Fig. 1: run 1, local utilization
The die is cut into 19 by 13 equal tiles; white is low, dark blue is high, 0 to 100% covered.
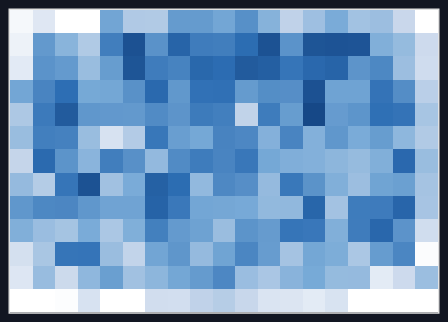
Fig. 2: run 1, gate-type map
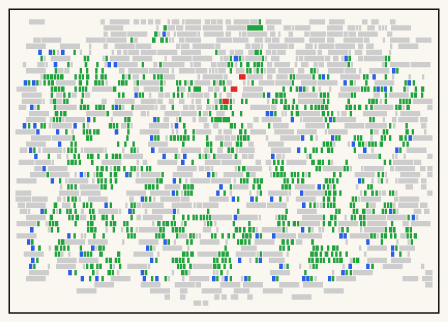
Fig. 3: run 1, signal wires by layer
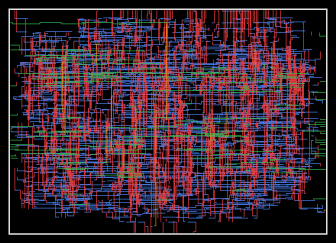
`config.mk`:
```
export PLATFORM = sky130hd
export DESIGN_NAME = decode_stage_pipe_flat
export DESIGN_NICKNAME = d
export VERILOG_FILES = /design/src/rtl/decode_pkg.sv /design/src/rtl/decode_stage_pipe_if.sv /design/src/rtl/decode_stage_pipe_regfile_bypass.sv /design/src/rtl/decode_stage_pipe.sv /design/src/flat_wrapper.sv
export SDC_FILE = /design/constraint.sdc
export NUM_CORES = 1
export LEC_CHECK = 0
export ABC_AREA = 1
export CAP_MARGIN = 20
export CELL_PAD_IN_SITES_DETAIL_PLACEMENT = 0
export CELL_PAD_IN_SITES_GLOBAL_PLACEMENT = 1
export CORE_ASPECT_RATIO = 0.7
export CORE_MARGIN = 2
export CORE_UTILIZATION = 41
export CTS_CLUSTER_DIAMETER = 150
export CTS_CLUSTER_SIZE = 28
export DETAILED_ROUTE_END_ITERATION = 12
export PLACE_DENSITY_LB_ADDON = 0.25
export REMOVE_ABC_BUFFERS = 1
export SETUP_SLACK_MARGIN = 0.02
export SLEW_MARGIN = 20
export SYNTH_ARGS = -nofsm -noshare
export SYNTH_HDL_FRONTEND = slang
export SYNTH_HIERARCHICAL = 1
export SYNTH_SLANG_ARGS = --single-unit
```
`constraint.sdc`:
```
create_clock -name clk -period 1.6 [get_ports clk]
set_clock_uncertainty 0.2 [all_clocks]
set_input_delay 0.16 -clock clk [delete_from_list [all_inputs] [get_ports clk]]
set_output_delay 0.16 -clock clk [all_outputs]
set_load 0.05 [all_outputs]
```
`src/rtl/decode_pkg.sv`:
```
`default_nettype none
// ============================================================================
// Module      : decode_pkg
// Description : Shared opcodes, ALU-op encodings, instruction field positions
//               and the packed control bundle passed from decode to execute.
// Revision    : 1.0 - initial release
// ============================================================================
package decode_pkg;

    localparam int INSTR_W    = 16;
    localparam int REG_ADDR_W = 3;
    localparam int NUM_REGS   = 8;

    localparam int OPCODE_MSB = 15;
    localparam int OPCODE_LSB = 13;
    localparam int RS_MSB     = 12;
    localparam int RS_LSB     = 10;
    localparam int RT_MSB     = 9;
    localparam int RT_LSB     = 7;
    localparam int IMM_MSB    = 6;
    localparam int IMM_LSB    = 0;
    localparam int IMM_W      = IMM_MSB - IMM_LSB + 1;

    typedef enum logic [2:0] {
        OP_RTYPE = 3'b000,
        OP_LW    = 3'b001,
        OP_SW    = 3'b010,
        OP_BEQ   = 3'b011,
        OP_ADDI  = 3'b100
    } opcode_e;

    localparam logic [1:0] ALU_OP_ADD   = 2'b00;
    localparam logic [1:0] ALU_OP_SUB   = 2'b01;
    localparam logic [1:0] ALU_OP_RTYPE = 2'b10;

    typedef struct packed {
        logic       reg_dst;
        logic       alu_src;
        logic       mem_to_reg;
        logic       reg_write;
        logic       mem_read;
        logic       mem_write;
        logic       branch;
        logic [1:0] alu_op;
    } ctrl_t;

    localparam ctrl_t CTRL_NOP = '0;

    // Undefined opcodes fall through to an all-zero NOP bundle.
    function automatic ctrl_t decode_ctrl(input logic [2:0] opcode);
        ctrl_t c;
        c = CTRL_NOP;
        case (opcode)
            OP_RTYPE: begin
                c.reg_dst   = 1'b1;
                c.reg_write = 1'b1;
                c.alu_op    = ALU_OP_RTYPE;
            end
            OP_LW: begin
                c.alu_src    = 1'b1;
                c.mem_to_reg = 1'b1;
                c.reg_write  = 1'b1;
                c.mem_read   = 1'b1;
                c.alu_op     = ALU_OP_ADD;
            end
            OP_SW: begin
                c.alu_src   = 1'b1;
                c.mem_write = 1'b1;
                c.alu_op    = ALU_OP_ADD;
            end
            OP_BEQ: begin
                c.branch = 1'b1;
                c.alu_op = ALU_OP_SUB;
            end
            OP_ADDI: begin
                c.alu_src   = 1'b1;
                c.reg_write = 1'b1;
                c.alu_op    = ALU_OP_ADD;
            end
            default: c = CTRL_NOP;
        endcase
        return c;
    endfunction

endpackage
`default_nettype wire

```
`src/rtl/decode_stage_pipe_if.sv`:
```
`default_nettype none
// ============================================================================
// Module      : decode_stage_pipe_if
// Description : Fetch, write-back and ID/EX signal bundle for the decode stage.
// Revision    : 1.0 - initial release
// ============================================================================
interface decode_stage_pipe_if #(
    parameter int DATA_W = 16
) ();

    logic              if_valid;
    logic [15:0]       if_instr;
    logic              id_ready;

    logic              wb_we;
    logic [2:0]        wb_addr;
    logic [DATA_W-1:0] wb_data;

    logic              ex_flush;

    logic              ex_valid;
    logic [DATA_W-1:0] ex_rd_data1;
    logic [DATA_W-1:0] ex_rd_data2;
    logic [DATA_W-1:0] ex_imm;
    logic [2:0]        ex_rs;
    logic [2:0]        ex_rt;
    logic              ex_reg_dst;
    logic              ex_alu_src;
    logic              ex_mem_to_reg;
    logic              ex_reg_write;
    logic              ex_mem_read;
    logic              ex_mem_write;
    logic              ex_branch;
    logic [1:0]        ex_alu_op;

    modport master (
        output if_valid, if_instr, wb_we, wb_addr, wb_data, ex_flush,
        input  id_ready, ex_valid, ex_rd_data1, ex_rd_data2, ex_imm,
               ex_rs, ex_rt, ex_reg_dst, ex_alu_src, ex_mem_to_reg,
               ex_reg_write, ex_mem_read, ex_mem_write, ex_branch, ex_alu_op
    );

    modport slave (
        input  if_valid, if_instr, wb_we, wb_addr, wb_data, ex_flush,
        output id_ready, ex_valid, ex_rd_data1, ex_rd_data2, ex_imm,
               ex_rs, ex_rt, ex_reg_dst, ex_alu_src, ex_mem_to_reg,
               ex_reg_write, ex_mem_read, ex_mem_write, ex_branch, ex_alu_op
    );

endinterface
`default_nettype wire

```
`src/rtl/decode_stage_pipe_regfile_bypass.sv`:
```
`default_nettype none
// ============================================================================
// Module      : regfile_bypass
// Description : 8-entry register file, 2 read / 1 write, r0 hard-wired to zero,
//               optional same-cycle write-back forwarding to the read ports.
// Revision    : 1.0 - initial release
// ============================================================================
module regfile_bypass
    import decode_pkg::*;
#(
    parameter int DATA_W    = 16,
    parameter bit WB_BYPASS = 1'b1
) (
    input  wire logic                  clk,
    input  wire logic                  rst_n,
    input  wire logic [REG_ADDR_W-1:0] rd_addr1,
    input  wire logic [REG_ADDR_W-1:0] rd_addr2,
    output logic      [DATA_W-1:0]     rd_data1,
    output logic      [DATA_W-1:0]     rd_data2,
    input  wire logic                  wr_en,
    input  wire logic [REG_ADDR_W-1:0] wr_addr,
    input  wire logic [DATA_W-1:0]     wr_data
);

    logic [DATA_W-1:0] r_regs [NUM_REGS];
    logic [DATA_W-1:0] w_file1;
    logic [DATA_W-1:0] w_file2;

    always_ff @(posedge clk or negedge rst_n) begin
        if (!rst_n) begin
            for (int i = 0; i < NUM_REGS; i++) begin
                r_regs[i] <= '0;
            end
        end else if (wr_en && (wr_addr != '0)) begin
            r_regs[wr_addr] <= wr_data;
        end
    end

    assign w_file1 = (rd_addr1 == '0) ? '0 : r_regs[rd_addr1];
    assign w_file2 = (rd_addr2 == '0) ? '0 : r_regs[rd_addr2];

    generate
        if (WB_BYPASS) begin : g_bypass
            logic w_hit1;
            logic w_hit2;
            // r0 is excluded so a write to r0 can never leak through.
            assign w_hit1   = wr_en && (wr_addr != '0) && (wr_addr == rd_addr1);
            assign w_hit2   = wr_en && (wr_addr != '0) && (wr_addr == rd_addr2);
            assign rd_data1 = w_hit1 ? wr_data : w_file1;
            assign rd_data2 = w_hit2 ? wr_data : w_file2;
        end else begin : g_no_bypass
            assign rd_data1 = w_file1;
            assign rd_data2 = w_file2;
        end
    endgenerate

endmodule
`default_nettype wire

```
`src/rtl/decode_stage_pipe.sv`:
```
`default_nettype none
// ============================================================================
// Module      : decode_stage_pipe
// Description : Decode stage with register file, immediate sign-extension,
//               control decode, load-use stall, branch flush and ID/EX register.
// Revision    : 1.0 - initial release
// ============================================================================
module decode_stage_pipe
    import decode_pkg::*;
#(
    parameter int DATA_W    = 16,
    parameter bit WB_BYPASS = 1'b1
) (
    input  wire logic         clk,
    input  wire logic         rst_n,
    decode_stage_pipe_if.slave bus
);

    logic [2:0]        w_opcode;
    logic [2:0]        w_rs;
    logic [2:0]        w_rt;
    logic [IMM_W-1:0]  w_imm;
    logic [DATA_W-1:0] w_imm_ext;
    logic [DATA_W-1:0] w_rd_data1;
    logic [DATA_W-1:0] w_rd_data2;
    ctrl_t             w_ctrl;
    logic              w_hazard;
    logic              w_load;

    logic              r_valid;
    ctrl_t             r_ctrl;
    logic [DATA_W-1:0] r_rd_data1;
    logic [DATA_W-1:0] r_rd_data2;
    logic [DATA_W-1:0] r_imm;
    logic [2:0]        r_rs;
    logic [2:0]        r_rt;

    assign w_opcode  = bus.if_instr[OPCODE_MSB:OPCODE_LSB];
    assign w_rs      = bus.if_instr[RS_MSB:RS_LSB];
    assign w_rt      = bus.if_instr[RT_MSB:RT_LSB];
    assign w_imm     = bus.if_instr[IMM_MSB:IMM_LSB];
    assign w_imm_ext = {{(DATA_W-IMM_W){w_imm[IMM_W-1]}}, w_imm};
    assign w_ctrl    = decode_ctrl(w_opcode);

    regfile_bypass #(
        .DATA_W    (DATA_W),
        .WB_BYPASS (WB_BYPASS)
    ) u_regfile (
        .clk      (clk),
        .rst_n    (rst_n),
        .rd_addr1 (w_rs),
        .rd_addr2 (w_rt),
        .rd_data1 (w_rd_data1),
        .rd_data2 (w_rd_data2),
        .wr_en    (bus.wb_we),
        .wr_addr  (bus.wb_addr),
        .wr_data  (bus.wb_data)
    );

    // Both source fields are compared regardless of opcode; a spurious stall
    // costs one cycle, a missed one corrupts data.
    assign w_hazard = r_valid && r_ctrl.mem_read && (r_rt != '0) &&
                      ((r_rt == w_rs) || (r_rt == w_rt));

    // Flush wins over a stall so the wrong-path instruction is discarded.
    assign bus.id_ready = bus.ex_flush || !w_hazard;
    assign w_load       = bus.if_valid && !bus.ex_flush && !w_hazard;

    always_ff @(posedge clk or negedge rst_n) begin
        if (!rst_n) begin
            r_valid    <= 1'b0;
            r_ctrl     <= CTRL_NOP;
            r_rd_data1 <= '0;
            r_rd_data2 <= '0;
            r_imm      <= '0;
            r_rs       <= '0;
            r_rt       <= '0;
        end else if (w_load) begin
            r_valid    <= 1'b1;
            r_ctrl     <= w_ctrl;
            r_rd_data1 <= w_rd_data1;
            r_rd_data2 <= w_rd_data2;
            r_imm      <= w_imm_ext;
            r_rs       <= w_rs;
            r_rt       <= w_rt;
        end else begin
            r_valid    <= 1'b0;
            r_ctrl     <= CTRL_NOP;
            r_rd_data1 <= '0;
            r_rd_data2 <= '0;
            r_imm      <= '0;
            r_rs       <= '0;
            r_rt       <= '0;
        end
    end

    assign bus.ex_valid      = r_valid;
    assign bus.ex_rd_data1   = r_rd_data1;
    assign bus.ex_rd_data2   = r_rd_data2;
    assign bus.ex_imm        = r_imm;
    assign bus.ex_rs         = r_rs;
    assign bus.ex_rt         = r_rt;
    assign bus.ex_reg_dst    = r_ctrl.reg_dst;
    assign bus.ex_alu_src    = r_ctrl.alu_src;
    assign bus.ex_mem_to_reg = r_ctrl.mem_to_reg;
    assign bus.ex_reg_write  = r_ctrl.reg_write;
    assign bus.ex_mem_read   = r_ctrl.mem_read;
    assign bus.ex_mem_write  = r_ctrl.mem_write;
    assign bus.ex_branch     = r_ctrl.branch;
    assign bus.ex_alu_op     = r_ctrl.alu_op;

endmodule
`default_nettype wire

```
`src/flat_wrapper.sv`:
```
// flat-port wrapper written by rule: the top's interface ports become plain ports
module decode_stage_pipe_flat import decode_pkg::*;
#(
    parameter int DATA_W    = 16,
    parameter bit WB_BYPASS = 1'b1
)
  (clk, rst_n, bus_if_valid, bus_if_instr, bus_wb_we, bus_wb_addr, bus_wb_data, bus_ex_flush, bus_id_ready, bus_ex_valid, bus_ex_rd_data1, bus_ex_rd_data2, bus_ex_imm, bus_ex_rs, bus_ex_rt, bus_ex_reg_dst, bus_ex_alu_src, bus_ex_mem_to_reg, bus_ex_reg_write, bus_ex_mem_read, bus_ex_mem_write, bus_ex_branch, bus_ex_alu_op);
  decode_stage_pipe_if #(.DATA_W(DATA_W)) bus_i ();
  input  wire logic clk;
  input  wire logic rst_n;
  input wire logic [$bits(bus_i.if_valid)-1:0] bus_if_valid;
  input wire logic [$bits(bus_i.if_instr)-1:0] bus_if_instr;
  input wire logic [$bits(bus_i.wb_we)-1:0] bus_wb_we;
  input wire logic [$bits(bus_i.wb_addr)-1:0] bus_wb_addr;
  input wire logic [$bits(bus_i.wb_data)-1:0] bus_wb_data;
  input wire logic [$bits(bus_i.ex_flush)-1:0] bus_ex_flush;
  output wire logic [$bits(bus_i.id_ready)-1:0] bus_id_ready;
  output wire logic [$bits(bus_i.ex_valid)-1:0] bus_ex_valid;
  output wire logic [$bits(bus_i.ex_rd_data1)-1:0] bus_ex_rd_data1;
  output wire logic [$bits(bus_i.ex_rd_data2)-1:0] bus_ex_rd_data2;
  output wire logic [$bits(bus_i.ex_imm)-1:0] bus_ex_imm;
  output wire logic [$bits(bus_i.ex_rs)-1:0] bus_ex_rs;
  output wire logic [$bits(bus_i.ex_rt)-1:0] bus_ex_rt;
  output wire logic [$bits(bus_i.ex_reg_dst)-1:0] bus_ex_reg_dst;
  output wire logic [$bits(bus_i.ex_alu_src)-1:0] bus_ex_alu_src;
  output wire logic [$bits(bus_i.ex_mem_to_reg)-1:0] bus_ex_mem_to_reg;
  output wire logic [$bits(bus_i.ex_reg_write)-1:0] bus_ex_reg_write;
  output wire logic [$bits(bus_i.ex_mem_read)-1:0] bus_ex_mem_read;
  output wire logic [$bits(bus_i.ex_mem_write)-1:0] bus_ex_mem_write;
  output wire logic [$bits(bus_i.ex_branch)-1:0] bus_ex_branch;
  output wire logic [$bits(bus_i.ex_alu_op)-1:0] bus_ex_alu_op;
  assign bus_i.if_valid = bus_if_valid;
  assign bus_i.if_instr = bus_if_instr;
  assign bus_i.wb_we = bus_wb_we;
  assign bus_i.wb_addr = bus_wb_addr;
  assign bus_i.wb_data = bus_wb_data;
  assign bus_i.ex_flush = bus_ex_flush;
  assign bus_id_ready = bus_i.id_ready;
  assign bus_ex_valid = bus_i.ex_valid;
  assign bus_ex_rd_data1 = bus_i.ex_rd_data1;
  assign bus_ex_rd_data2 = bus_i.ex_rd_data2;
  assign bus_ex_imm = bus_i.ex_imm;
  assign bus_ex_rs = bus_i.ex_rs;
  assign bus_ex_rt = bus_i.ex_rt;
  assign bus_ex_reg_dst = bus_i.ex_reg_dst;
  assign bus_ex_alu_src = bus_i.ex_alu_src;
  assign bus_ex_mem_to_reg = bus_i.ex_mem_to_reg;
  assign bus_ex_reg_write = bus_i.ex_reg_write;
  assign bus_ex_mem_read = bus_i.ex_mem_read;
  assign bus_ex_mem_write = bus_i.ex_mem_write;
  assign bus_ex_branch = bus_i.ex_branch;
  assign bus_ex_alu_op = bus_i.ex_alu_op;
  decode_stage_pipe #(.DATA_W(DATA_W), .WB_BYPASS(WB_BYPASS)) u_core (.clk(clk), .rst_n(rst_n), .bus(bus_i));
endmodule
```
==> impl_metrics.csv, run 1 <==
group,metric,value,unit
pwr,pg_seq,5.47,mW
outcome,run_status,"finished with violations",
routing,detail-route-antenna-nets,0,
global_route,grt-busiest-layer,"met1",
timing,setup_violations_final,55,
logic_synthesis,synthFlopType,"sky130_fd_sc_hd__dfrtp_1",
cts,tritoncts,"built",
pwr,power_leader,"registers",
logic_synthesis,post_synth_instance_area,9970,um^2
cells_and_area,seq_share,34.5,%
cells_and_area,filler_cell_count,2282,
logic_synthesis,synth.comb.largest_family,"simple AND/OR/NAND/NOR gates",
logic_synthesis,post_synth_inst_count,1480,
outcome,failed_checks,"negative setup slack",
timing,worst_slew_pin_slew,375,ps
timing,slew_viols_final,0,
routing,drt-met1-wl,15.9,mm
timing,max_clock_freq,496,MHz
routing,drc,0,
logic_synthesis,post-synth-top-area-fraction,45.4,%
critical_path,worst_setup_path_start_kind,"register",
routing,highest_layer,"met4",
timing,setup_slack,-415,ps
pwr,p_sw_share,32.3,%
cells_and_area,max_flop_register,"u_core/u_regfile/r_regs",
die,taps,318,
pwr,power_frac_clock,33.7,%
pwr,share_comb_of_total_power,25.0,%
logic_synthesis,async_reset_ff_share,100,%
cts,cts_root_buf,"sky130_fd_sc_hd__clkbuf_16",
## Picture notes: Fig. 1
nearly empty tiles	5.3%
tiles over 75% full	11%
mean over tiles	50%
densest ninth of the die	north
fullest tile	90%
Initial Utilization: 42.0%
area of the core region: 23,800 um^2
Layout Utilization: 55.3%

## Picture notes: Fig. 2
family	color	cells
nand cells	green	791
xor and xnor cells	red	3
aoi and oai cells	blue	114
fraction of standard cell area in multi-input logic: 31.8%
Non-Filler Instances: 1,942
Commonest Layout Cell: sky130_fd_sc_hd__nand2_1

## Picture notes: Fig. 3
layer	color	wire length
M2	red	14,300 um
M3	green	2,450 um
M1	blue	15,900 um
M4	orange	442 um
Post-Route WL: 33.1 mm
Overall Global Routing Usage: 26.7%
average wire per cell in the routed design: 17.0 um
number of vias after detailed routing: 9,572

## run 1: per-stage QoR
step / TNS [ps] / area, um^2
detailed placement: -56130 / 12100
floorplan: -46730 / 9440
finish: -12910 / 13100
global placement: -56190 / 12100
CTS: -19010 / 13200
global route: -19530 / 13100
## run 1: final timing paths
check	startpoint	to	slack, ps	cells after the start
min in group asynchronous	rst_n	u_core/u_regfile/r_regs[103]	520	3
worst min register to register	u_core/u_regfile/r_regs[112]	u_core/u_regfile/r_regs[112]	180	0
worst max register to register	u_core/bus.ex_rt[0]	u_core/bus.ex_rd_data2[4]	-280	12
worst max-delay path	u_core/bus.ex_rt[0]	bus_id_ready	-410	6
max in group asynchronous	rst_n	u_core/u_regfile/r_regs[36]	120	4
worst min-delay path	bus_if_instr[7]	u_core/bus.ex_rt[0]	30	5
Fig. 4: run 1, M2 wires
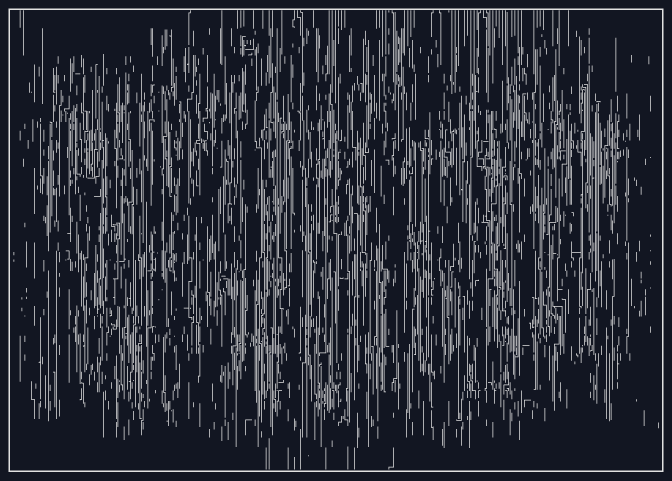

==> run 2: changes to the inputs <==
CELL_PAD_IN_SITES_DETAIL_PLACEMENT = default   (was 0)
CELL_PAD_IN_SITES_GLOBAL_PLACEMENT = default   (was 1)
CORE_UTILIZATION = 57   (was 41)
Fig. 5: run 2, M2 wires
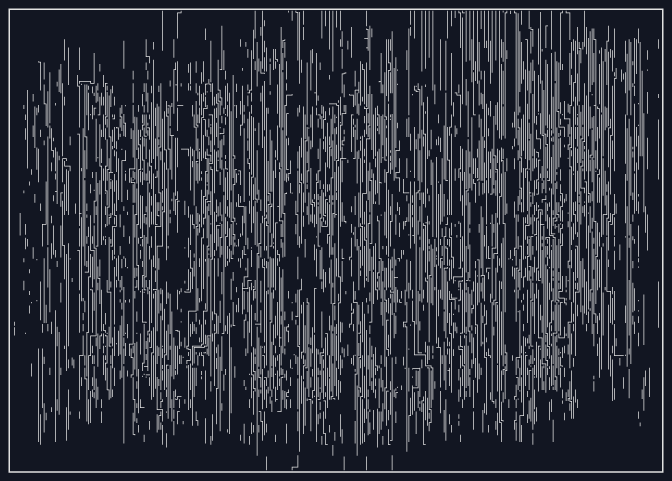
main direction	vertical
nets with wire on the layer	1,268
met2 capacity usage during global routing: 54.0%
Post-Route WL: 31.7 mm
number of vias after detailed routing: 10,020

==> impl_metrics.csv, run 2 <==
group,metric,value,unit
routing,vias_per_cell,5.44,
critical_path,worst_path_dominant_cell_family,"simple AND/OR/NAND/NOR gates",
routing,drc,0,
critical_path,critical_path_depth,8,
cells_and_area,number_of_flip_flops_in_the_largest_register,128,
critical_path,endpoint_kind,"output port",
timing,fin_tns_setup,-13460,ps
logic_synthesis,synth.comb.largest_family,"simple AND/OR/NAND/NOR gates",
cells_and_area,utilization,75.2,%
timing,worst_slew_pin_slew,392,ps
critical_path,crit-reg2reg-launch,"u_core/bus.ex_rt[1]",
critical_path,cpMaxStageDelayCell,"sky130_fd_sc_hd__dfrtp_2",
cells_and_area,finalInstanceArea,12900,um^2
critical_path,worstSetupStartpoint,"u_core/bus.ex_rt[2]",
logic_synthesis,post-synth-top-area-fraction,45.4,%
cts,tritoncts,"built",
critical_path,rr_worst_depth,11,
logic_synthesis,post_synth_instance_area,9970,um^2
outcome,run_status,"finished with violations",
timing,setup_slack,-538,ps
place,place_worst_setup_slack,-512,ps
logic_synthesis,async_reset_ff_share,100,%
routing,highest_layer,"met4",
cells_and_area,filler_cell_count,1235,
logic_synthesis,post_synthesis_cell_type_with_the_largest_instance_count,"sky130_fd_sc_hd__nand2_1",
critical_path,reg2reg_to,"u_core/bus.ex_rd_data2[10]",
outcome,failed_checks,"negative setup slack",
logic_synthesis,post_synth_inst_count,1480,
critical_path,regToRegSetupSlack,-370,ps
critical_path,worstSetupEndpoint,"bus_id_ready",
timing,setup_violations_final,54,
die,initial_utilization,58.2,%
die,core_region_area,17100,um^2
timing,slew_viols_final,0,
logic_synthesis,synthFlopType,"sky130_fd_sc_hd__dfrtp_1",
die,taps,231,
timing,max_clock_freq,468,MHz
cells_and_area,max_flop_register,"u_core/u_regfile/r_regs",
cts,cts_root_buf,"sky130_fd_sc_hd__clkbuf_16",
cells_and_area,final_common_cell,"sky130_fd_sc_hd__nand2_1",
routing,drt-met1-wl,12.9,mm
routing,detail-route-antenna-nets,0,
place,placement.cell_area,11900,um^2
critical_path,worst_setup_path_start_kind,"register",
pwr,power.leakage,7.16,nW
logic_synthesis,synth.lib_cells_used.distinct,22,
global_route,grt-busiest-layer,"met2",
routing,avgRoutedWirePerCell,17.2,um
cells_and_area,num-multi-input-gates,977,
Fig. 6: run 2, gate-type map
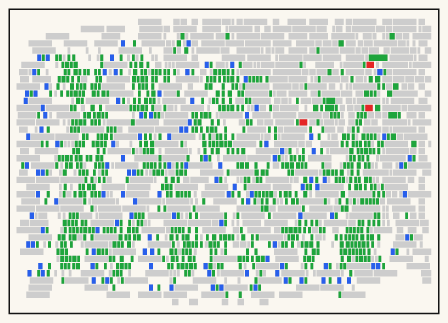
family	color	cells
xor and xnor cells	red	3
nand cells	green	791
aoi and oai cells	blue	114
Non-Filler Instances: 1,843
fraction of standard cell area in multi-input logic: 32.4%

run 2: cell count changes in the layout (fill, tap and decap cells not counted), moves of 3 or more:
cell                      previous run  this run
sky130_fd_sc_hd__nand2_1           651       643
sky130_fd_sc_hd__inv_6               4         1
sky130_fd_sc_hd__nor2_2             28        21
sky130_fd_sc_hd__buf_12             58        54
sky130_fd_sc_hd__buf_8               5         1
sky130_fd_sc_hd__buf_4              97        93
sky130_fd_sc_hd__nor2_1             29        37
sky130_fd_sc_hd__nand2_2             2        10
run 2: power by group:
group	leakage, nW	total (mW)	internal [mW]	switching, mW
combinational	4.54	3.28	1.23	2.05
sequential	2.35	5.48	5.17	0.310
clock	0.276	4.23	2.39	1.84
Fig. 7: run 2, local utilization
The die is cut into 16 by 11 equal tiles; white is low, dark blue is high, 0 to 100% covered.
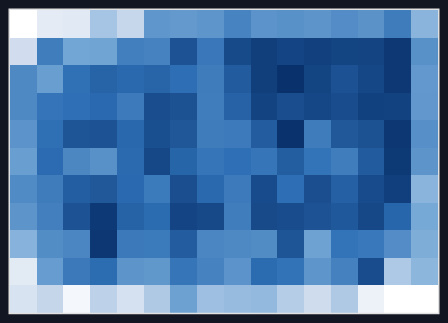

==> run 3: changes to the inputs <==
CORE_UTILIZATION = 45   (was 57)
PLACE_DENSITY = 0.75   (was default)
PLACE_DENSITY_LB_ADDON = default   (was 0.25)
Fig. 8: run 3, local utilization
The die is cut into 18 by 13 equal tiles; white is low, dark blue is high, 0 to 100% covered.
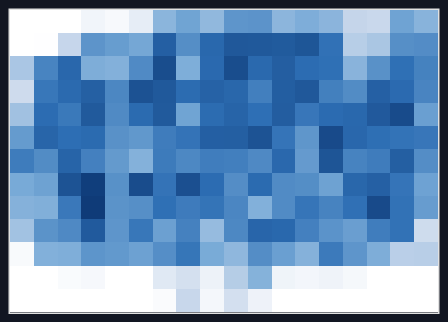
tiles over 75% full	25%
mean over tiles	54%
fullest tile	96%
nearly empty tiles	11%
area of the core region: 21,700 um^2
Layout Utilization: 59.4%
Initial Utilization: 45.9%

Fig. 9: run 3, M2 wires
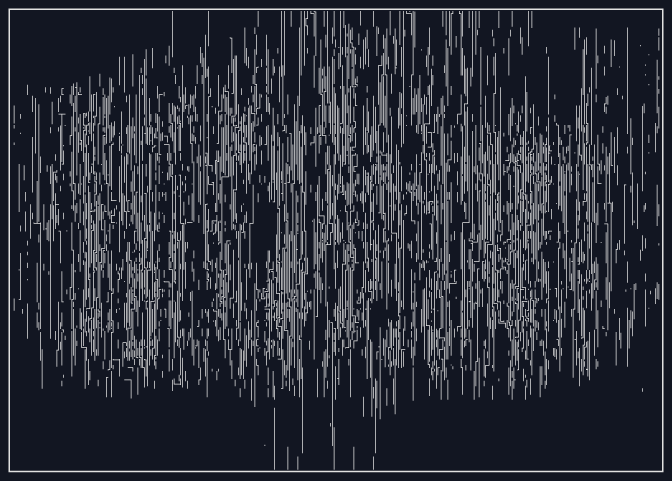
share of all routed wire	44%
nets with wire on the layer	1,229
main direction	vertical
wire length on this layer	13,600 um
longest straight run	49.0 um
Post-Route WL: 30.8 mm
number of vias after detailed routing: 9,823

==> impl_metrics.csv, run 3 <==
group,metric,value,unit
global_route,grtUsageMet2,42.2,%
timing,setup_violations_final,54,
logic_synthesis,async_reset_ff_share,100,%
pwr,power_in_combinational_cells,3.26,mW
logic_synthesis,synth.comb.largest_family,"simple AND/OR/NAND/NOR gates",
pwr,power_leader,"registers",
pwr,power.switching,4.10,mW
routing,drt-met1-wl,12.8,mm
die,taps,282,
routing,avgRoutedWirePerCell,16.3,um
cells_and_area,number_of_flip_flops_in_the_largest_register,128,
cts,cts_root_buf,"sky130_fd_sc_hd__clkbuf_16",
pwr,power.leakage,7.14,nW
critical_path,rr_worst_depth,12,
outcome,failed_checks,"negative setup slack",
logic_synthesis,post_synth_inst_count,1480,
timing,worst_slew_pin_slew,529,ps
outcome,run_status,"finished with violations",
routing,drc,0,
pwr,power_frac_clock,32.8,%
critical_path,worst_path_dominant_cell_family,"simple AND/OR/NAND/NOR gates",
timing,max_clock_freq,499,MHz
timing,setup_slack,-403,ps
pwr,p_sw_share,31.5,%
pwr,pg_seq,5.48,mW
pwr,seqPwrFrac,42.1,%
critical_path,worst_setup_path_start_kind,"register",
logic_synthesis,post-synth-top-area-fraction,45.4,%
timing,fin_tns_setup,-7740,ps
pwr,pg_clk,4.27,mW
[run 3: worst max path at each step]
stage,startpoint,endpoint,slack (ps)
after floorplan,u_core/bus.ex_imm[14],bus_ex_imm[10],-2030
after global placement,bus_if_instr[8],u_core/bus.ex_rd_data2[14],-450
after detailed placement,bus_wb_addr[2],u_core/bus.ex_rd_data1[5],-460
after CTS,u_core/bus.ex_rt[1],bus_id_ready,-420
after global routing,u_core/bus.ex_rt[1],bus_id_ready,-490
final,u_core/bus.ex_rt[1],bus_id_ready,-400
[run 3: cell families after synthesis]
kind of cell	Yosys count
buf+inv	322
compound gates	114
simple gates	860
flops	181
xor+xnor	3

==> gallery <==
Track usage over the die.
image #1
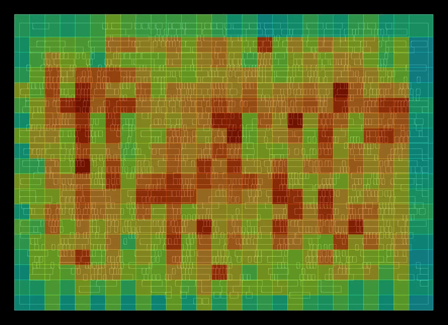
image #2
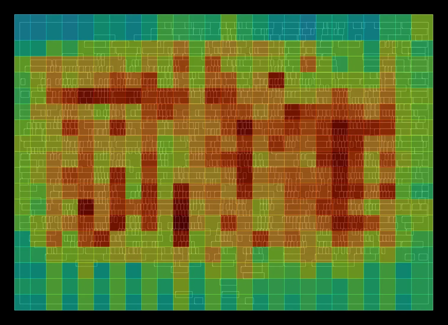
image #3
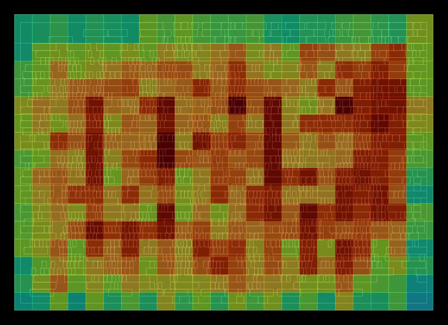
image #1: run 1
image #2: run 3
image #3: run 2
- highest track usage: image #3

Power is estimated from default activity; no workload was simulated.
